## config.mk

```make
export PLATFORM = sky130hd
export DESIGN_NAME = mux2x32_reg
export DESIGN_NICKNAME = d
export VERILOG_FILES = /design/src/rtl/mux2x32_reg.sv
export SDC_FILE = /design/constraint.sdc
export NUM_CORES = 1
export LEC_CHECK = 0
export ABC_AREA = 1
export CORE_ASPECT_RATIO = 0.5
export CORE_MARGIN = 2
export CORE_UTILIZATION = 30
export CTS_CLUSTER_SIZE = 30
export DETAILED_ROUTE_END_ITERATION = 12
export PLACE_DENSITY_LB_ADDON = 0.12
export SYNTH_ARGS = -nofsm -noshare
export SYNTH_HDL_FRONTEND = slang
export SYNTH_SLANG_ARGS = --single-unit
export TNS_END_PERCENT = 1
```

## constraint.sdc

```tcl
create_clock -name clk -period 3.6 [get_ports clk]
set_input_delay 0.36 -clock clk [delete_from_list [all_inputs] [get_ports clk]]
set_output_delay 0.36 -clock clk [all_outputs]
set_load 0.005 [all_outputs]
```

## src/rtl/mux2x32_reg.sv

```systemverilog
// 2:1 word selector with a combinational output, a registered copy, and a saturating select-toggle counter.
// Optional even parity of the registered word is built only when MUX2X32_PARITY_EN is defined.
module mux2x32_reg #(
  parameter int WIDTH = 32,
  parameter int CNT_W = 8
) (
  input  logic             clk,
  input  logic             rst,
  input  logic             en,
  input  logic [WIDTH-1:0] a0,
  input  logic [WIDTH-1:0] a1,
  input  logic             s,
  output logic [WIDTH-1:0] y,
  output logic [WIDTH-1:0] y_q,
  output logic             vld_q,
  output logic             sel_q,
  output logic [CNT_W-1:0] sel_cnt,
  output logic             par_q
);

  localparam logic [CNT_W-1:0] CNT_ONE = CNT_W'(1);
  localparam logic [CNT_W-1:0] CNT_MAX = '1;

  logic [WIDTH-1:0] y_d;
  logic             vld_d;
  logic             sel_d;
  logic [CNT_W-1:0] sel_cnt_d;
  logic [CNT_W-1:0] sel_cnt_q;

  assign sel_cnt = sel_cnt_q;

  always_comb begin
    y = s ? a1 : a0;
    // NOTE: every next-state signal starts at its hold value so no path leaves it unassigned (no latch).
    y_d       = y_q;
    vld_d     = vld_q;
    sel_d     = sel_q;
    sel_cnt_d = sel_cnt_q;
    if (en) begin
      y_d   = y;
      sel_d = s;
      vld_d = 1'b1;
      // The first capture after reset has no valid previous select to compare against.
      if (vld_q && (s != sel_q) && (sel_cnt_q != CNT_MAX)) begin
        sel_cnt_d = sel_cnt_q + CNT_ONE;
      end
    end
  end

  always_ff @(posedge clk) begin
    // NOTE: state registers use non-blocking assignments so all flops update from pre-edge values.
    if (rst) begin
      y_q       <= '0;
      vld_q     <= 1'b0;
      sel_q     <= 1'b0;
      sel_cnt_q <= '0;
    end else begin
      y_q       <= y_d;
      vld_q     <= vld_d;
      sel_q     <= sel_d;
      sel_cnt_q <= sel_cnt_d;
    end
  end

`ifdef MUX2X32_PARITY_EN
  logic par_d;

  always_comb begin
    par_d = par_q;
    if (en) begin
      par_d = ^y;
    end
  end

  always_ff @(posedge clk) begin
    if (rst) begin
      par_q <= 1'b0;
    end else begin
      par_q <= par_d;
    end
  end
`else
  assign par_q = 1'b0;
`endif

endmodule

```

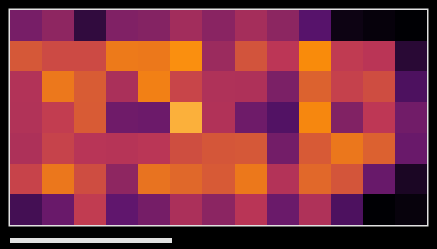
density.png
Scale bar: 50 um. The die is cut into 13 by 7 equal tiles; black is low, pale yellow is high, 0 to 100% covered.
nearly empty tiles: 4.4%
tiles over 75% full: 2.2%
mean over tiles: 45%
fullest tile: 83%

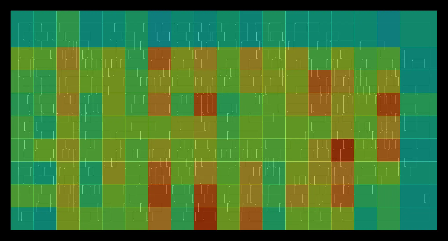
final_congestion.png
final core area utilization: 52.9%
global-route usage over all layers: 15.2%

==> impl_metrics.csv <==
group,metric,value,unit
global_route,grt_pass1_vias,2157,
placement,buffer_ports.inserted,141,
drt,route.detailed.wl_per_inst,12.0,um
flow_run,tool_warnings,26,
setup_path,critical_path_required,3.24,ns
cts,htreeDepth,2,
die,fp.dieH,66.2,um
cts,tritoncts,"yes",
finish,num-multi-input-gates,190,
drt,vias,2281,
timing,holdWs,0.513,ns
synth,adder_share,0.539,%
outcome,status,"completed",
setup_path,critPathMaxFanout,35,
cts,cts_num_sinks,42,
synth,syn-mean-instance-area,7.98,sq um
min_path,worst_hold_path.endpoint,"sel_cnt[1]",
finish,commonest_cells_after_routing_fill_and_taps_aside,"sky130_fd_sc_hd__clkdlybuf4s50_1, sky130_fd_sc_hd__nor2_1, sky130_fd_sc_hd__inv_1",
setup_path,worstRegToRegCells,8,
placement,detailed_place_hpwl,4800,um
synth,post_synthesis_cell_type_with_the_largest_combined_area,"sky130_fd_sc_hd__dfxtp_1",
synth,ys_warn_count,0,
synth,synth_top_flop_cell,"sky130_fd_sc_hd__dfxtp_1",
die,die_area,8500,sq um
global_route,antenna_found_initial,0,
drt,drt-initial-drc-count,74,
finish,area.share.combinational,30.5,%
finish,top_register,"y_q",
synth,synth-seq-area-share,36.2,%
global_route,grtUsageMet2,28.6,%
finish,clock_tree_area_fraction,4.25,%
cts,cts_resized,0,
synth,share_of_cell_area_taken_by_muxes_after_synthesis,20.2,%
finish,dominant-cell-class,"buffers",
global_route,grtUsageMet1,15.3,%
synth,synth.cell_area,2320,sq um
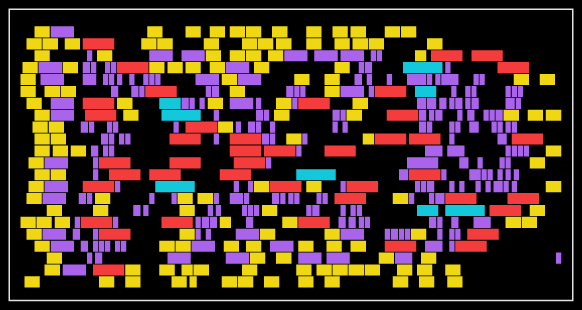
cell_classes.png
| color | class | cells | share of their area |
|---|---|---|---|
| purple | all other logic | 233 | 36% |
| cyan | clock drivers and dummy loads | 8 | 4.4% |
| yellow | other buffers and delay cells | 145 | 38% |
| red | flip-flops | 42 | 22% |

metal layers:
layer,vias to the layer above,part of all wire (%)
met5,-,0
met4,0,1.2
met1,1031,40
met2,66,51
met3,8,7.9
li1,1176,-
critical path: stages:
cell and delay (ns):
sky130_fd_sc_hd__buf_2 0.08, sky130_fd_sc_hd__buf_4 0.49, sky130_fd_sc_hd__mux2_2 0.42, sky130_fd_sc_hd__clkdlybuf4s50_1 0.46
report_power, final:
group          switching [W]  internal [W]  leakage [nW]
Sequential         0.0000165      0.000494         0.347
Combinational       0.000117      0.000223          1.36
Clock               0.000176      0.000314        0.0832
Total               0.000310       0.00103          1.79
Power is estimated from default activity; no workload was simulated.
